`src/rtl/fetch_prefetch_queue.sv`:
```
// Instruction prefetch queue between instruction memory and decode.
// Owns the fetch PC, buffers up to DEPTH {instruction, PC+1} pairs and
// hands them to decode with a valid/ready handshake. Redirects flush the
// queue and restart fetch at the target.
// Optional macro PREFETCH_BYPASS_EN adds a zero-latency path from
// imem_data to the outputs whenever the queue is empty.
module fetch_prefetch_queue #(
   parameter int WIDTH    = 32,
   parameter int DEPTH    = 4,
   parameter int RESET_PC = 0
) (
   input  logic                     clk,
   input  logic                     rst,
   output logic [WIDTH-1:0]         imem_addr,
   input  logic [WIDTH-1:0]         imem_data,
   input  logic                     redirect,
   input  logic [WIDTH-1:0]         redirect_pc,
   output logic                     instr_valid,
   output logic [WIDTH-1:0]         instr_out,
   output logic [WIDTH-1:0]         pcplus1_out,
   input  logic                     instr_ready,
   output logic [$clog2(DEPTH):0]   count,
   output logic                     full,
   output logic                     empty
);

   localparam int AW = $clog2(DEPTH);
   localparam int CW = AW + 1;

   logic [WIDTH-1:0] fetch_pc_q, fetch_pc_d;
   logic [AW-1:0]    rd_ptr_q, rd_ptr_d;
   logic [AW-1:0]    wr_ptr_q, wr_ptr_d;
   logic [CW-1:0]    count_q, count_d;

   logic [WIDTH-1:0] mem_instr [DEPTH];
   logic [WIDTH-1:0] mem_pc1   [DEPTH];

   logic [WIDTH-1:0] fetch_pc_inc;
   logic             queue_push;
   logic             queue_pop;
   logic             pc_advance;

   assign fetch_pc_inc = fetch_pc_q + WIDTH'(1);
   assign imem_addr    = fetch_pc_q;
   assign count        = count_q;
   assign full         = (count_q == CW'(DEPTH));
   assign empty        = (count_q == '0);

   // Output selection and push/pop decisions for this cycle
   always_comb begin
      instr_valid = ~empty;
      instr_out   = mem_instr[rd_ptr_q];
      pcplus1_out = mem_pc1[rd_ptr_q];
      queue_pop   = ~empty & instr_ready & ~redirect;
      queue_push  = ~redirect & (~full | queue_pop);
      pc_advance  = queue_push;
`ifdef PREFETCH_BYPASS_EN
      if (empty && !redirect) begin
         instr_valid = 1'b1;
         instr_out   = imem_data;
         pcplus1_out = fetch_pc_inc;
         if (instr_ready) begin
            queue_push = 1'b0;
            pc_advance = 1'b1;
         end
      end
`endif
   end

   // Next-state computation for fetch PC, pointers and occupancy
   always_comb begin
      fetch_pc_d = fetch_pc_q;
      rd_ptr_d   = rd_ptr_q;
      wr_ptr_d   = wr_ptr_q;
      count_d    = count_q;
      if (redirect) begin
         fetch_pc_d = redirect_pc;
         rd_ptr_d   = '0;
         wr_ptr_d   = '0;
         count_d    = '0;
      end else begin
         if (pc_advance) fetch_pc_d = fetch_pc_inc;
         if (queue_push) wr_ptr_d = wr_ptr_q + AW'(1);
         if (queue_pop)  rd_ptr_d = rd_ptr_q + AW'(1);
         count_d = count_q + CW'(queue_push) - CW'(queue_pop);
      end
   end

   // Control state registers, cleared asynchronously by reset
   always_ff @(posedge clk or negedge rst) begin
      if (!rst) begin
         fetch_pc_q <= WIDTH'(RESET_PC);
         rd_ptr_q   <= '0;
         wr_ptr_q   <= '0;
         count_q    <= '0;
      end else begin
         fetch_pc_q <= fetch_pc_d;
         rd_ptr_q   <= rd_ptr_d;
         wr_ptr_q   <= wr_ptr_d;
         count_q    <= count_d;
      end
   end

   // Entry storage; contents are only meaningful while counted as occupied
   always_ff @(posedge clk) begin
      if (queue_push) begin
         mem_instr[wr_ptr_q] <= imem_data;
         mem_pc1[wr_ptr_q]   <= fetch_pc_inc;
      end
   end

endmodule

```
`config.mk`:
```
export PLATFORM = sky130hd
export DESIGN_NAME = fetch_prefetch_queue
export DESIGN_NICKNAME = d
export VERILOG_FILES = /design/src/rtl/fetch_prefetch_queue.sv
export SDC_FILE = /design/constraint.sdc
export NUM_CORES = 1
export LEC_CHECK = 0
export CORE_MARGIN = 2
export CORE_UTILIZATION = 25
export CTS_BUF_LIST = sky130_fd_sc_hd__clkbuf_4
export CTS_CLUSTER_DIAMETER = 120
export DETAILED_ROUTE_END_ITERATION = 7
export DONT_BUFFER_PORTS = 1
export PLACE_DENSITY = 0.51
export SYNTH_ARGS = -nofsm -noshare
export SYNTH_HDL_FRONTEND = slang
export SYNTH_SLANG_ARGS = --single-unit
```
`constraint.sdc`:
```
create_clock -name clk -period 2.99 [get_ports clk]
set_input_delay 0.4485 -clock clk [delete_from_list [all_inputs] [get_ports clk]]
set_output_delay 0.4485 -clock clk [all_outputs]
set_load 0.1 [all_outputs]
```
### Routed metal, one colour a layer, run 1

Drawn at 1.5 px/um. Only two layers are drawn.
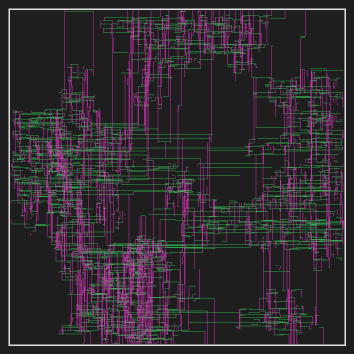
[met2] magenta | wire length: 15100 um
[met1] green | wire length: 13000 um

### Zoomed window, run 1

Region (92, 92) to (132, 132) um. Cells in grey, sequential cells in the stronger grey; small squares are vias.
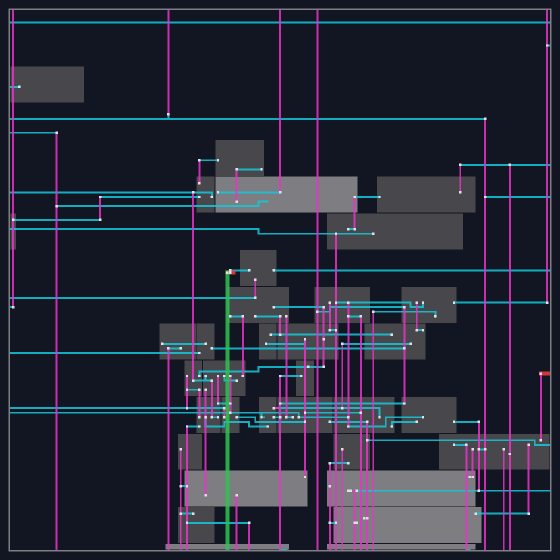
[met3] red
[met4] green
[met1] cyan
[met2] magenta
most frequent: and3_4 (4), ha_1 (4)
sequential cells in the window: 4
netlist names of flops here include: mem_pc1 (2)
cells with their middle in the window: 32

### M2 wires, run 1

Drawn at 1.5 px/um.
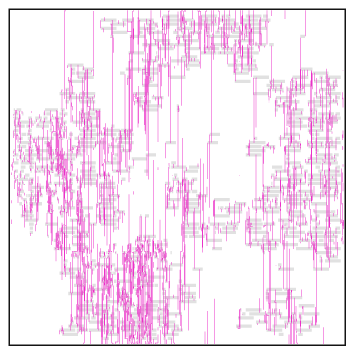
share of all routed wire: 48%
nets with wire on the layer: 808
vias: 6814
final WL: 31100 um
Global Route met2 Usage: 20.7%

==> metrics.yaml, run 1 <==
run_status: "finished clean"
grt_usage_pct: 12.7
synthArstFlopShare_pct: 13.2
vdd_drop_max_mv: 0.791
nonClkBufAreaFrac_pct: 8.27
top_area_cell: "edfxtp_1"
hold_buffers: 69
initialDrtViolationCount: 359
holdPathEnd: "count[0]"
taps: 615
top_cells_by_area: "edfxtp_1, mux4_2, dfrtp_1"
ys_sh_simple_pct: 7.06
finalSetupTns_ns: 0
die_w_um: 223
clkbuf_count: 122
cts_sinks: 295
viasPerCell: 4.49
hp-start: "redirect"
seq_area_um2: 8670
reg2reg_slack_ns: 0.56
mux_share_pct: 12.1
syn_nets: 742
whs_ns: 0.126
hold_class: "primary input to register"
area_delta_synth_final_pct: 25.1
clkCellAreaFrac_pct: 7.47
ys_cells: 667
first_pass_iters: 4
io_pins: 170
grt_start_max_net_pins: 41
ys_warn_count: 0
ys_chip_area_um2: 12000
min_period_ns: 2.81
syn_area_um2: 12000
path_clk_slew_ns: 0.07
synthAoiAreaFrac_pct: 2.81
common_cells: "edfxtp_1, mux4_2, dfrtp_1"
numCtsBuffers: 82
syn_avg_cell_area_um2: 18.0
worstPathRequired_ns: 2.54
hold_depth: 3
[run 1: cell usage in the layout (no fill, tap or decap), types with 20 or more instances in the layout]
cell type and count:
xnor2_1 26, edfxtp_1 256, dfrtp_1 37, mux4_2 64
nor2_1 37, a31oi_1 20, clkbuf_4 122, nand2_1 32
dlygate4sd3_1 68, buf_4 46
[run 1: report_power, final]
group / switching, mW / total, mW / internal [mW]
clock network: 1.67 / 3.88 / 2.21
logic: 4.60 / 5.68 / 1.07
registers: 0.173 / 5.24 / 5.06
[run 1: layer usage]
metal,up-vias,part of all wire [%]
li1,3073,-
met1,3457,42
met2,232,48
met3,52,7.8
met4,0,2.1
met5,-,0
[run 1: critical path, cell delays in order (launching register included)]
cell,delay (ns)
dfrtp_4,0.45
buf_16,0.29
mux4_2,0.84
### Cell placement, run 1

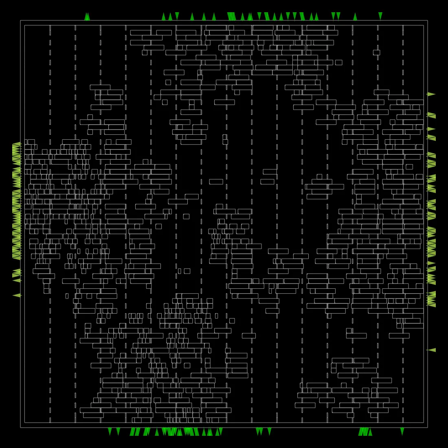

==> run 1 -> run 2 <==
--- a/config.mk
+++ b/config.mk
@@ -5,12 +5,13 @@
 export SDC_FILE = /design/constraint.sdc
 export NUM_CORES = 1
 export LEC_CHECK = 0
-export CORE_MARGIN = 2
+export CORE_MARGIN = 8
 export CORE_UTILIZATION = 25
 export CTS_BUF_LIST = sky130_fd_sc_hd__clkbuf_4
 export CTS_CLUSTER_DIAMETER = 120
 export DETAILED_ROUTE_END_ITERATION = 7
 export DONT_BUFFER_PORTS = 1
+export GPL_TIMING_DRIVEN = 0
 export PLACE_DENSITY = 0.51
 export SYNTH_ARGS = -nofsm -noshare
 export SYNTH_HDL_FRONTEND = slang
### Cell placement, run 2

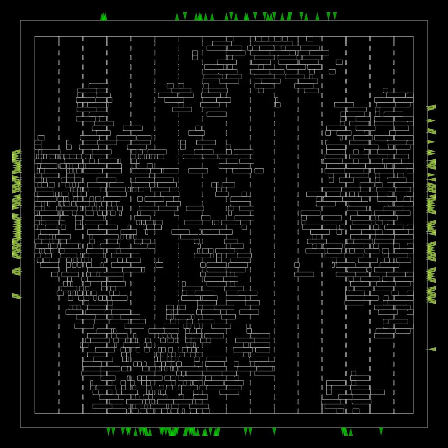
FFs & Latches: 295
Tap Cells: 615
Layout Cells excl Fill: 1516

==> run 2 against run 1 <==
Via count increased by 1.2%. Critical endpoint is now empty. Sequential power increased by about 10%. Clock skew decreased by 0.0095 ns. Synthesized cell count unchanged. Worst hold slack improved by 0.040 ns. Synthesized area unchanged. Highest routed layer unchanged. Non-clock buffer count decreased by 5. Core utilization decreased by 0.066 points. Largest power group is now sequential cells. Die size increased by 11%. First-iteration DRC count increased by 14%. Clock-buffer cell count increased by 2. Total power decreased by 0.75%.
==> metrics.yaml, run 2 <==
syn_avg_cell_area_um2: 18.0
seq_area_um2: 8720
clkbuf_count: 124
finalSetupTns_ns: 0
mostFrequentLayoutCell: "edfxtp_1"
initialDrtViolationCount: 408
area_delta_synth_final_pct: 24.9
syn_nets: 742
met2_usage_pct: 19.0
min_period_ns: 2.88
cts_sinks: 295
wl_met1_um: 14100
p_seq_share_pct: 39.3
cp_cell_sequence: "or3_4 > clkinvlp_4"
path_clk_slew_ns: 0.07
run_status: "finished clean"
nonClkBufAreaFrac_pct: 7.84
ys_cells: 667
common_cells: "edfxtp_1, mux4_2, dfrtp_1"
wl_met3_um: 2570
hold_class: "primary input to register"
grt_usage_pct: 11.9
[run 2: cells by family (layout without fill, tap and decap cells)]
group	count (synthesis)	in the layout	synth area share, %
buffers and inverters	45	277	1.66
multiplexers	65	65	12.1
adder cells (fa/ha/maj)	7	7	0.793
XOR/XNOR	45	45	3.29
flip-flops	295	295	72.3
AND-OR/OR-AND	54	54	2.81
AND/OR/NAND/NOR	155	155	7.06
other	1	3	0.0313
[run 2: power groups by stage]
stage	Sequential (mW)	Combinational, mW	Clock [mW]
5_1_grt	5.82	5.43	4.10
4_1_cts	5.77	5.28	3.90
3_3_place_gp	5.83	4.94	0
6_report	5.77	5.20	3.71
3_5_place_dp	5.83	5.03	0
2_1_floorplan	5.74	4.27	0
No activity file was given, so power comes from the tool's default toggle rates.
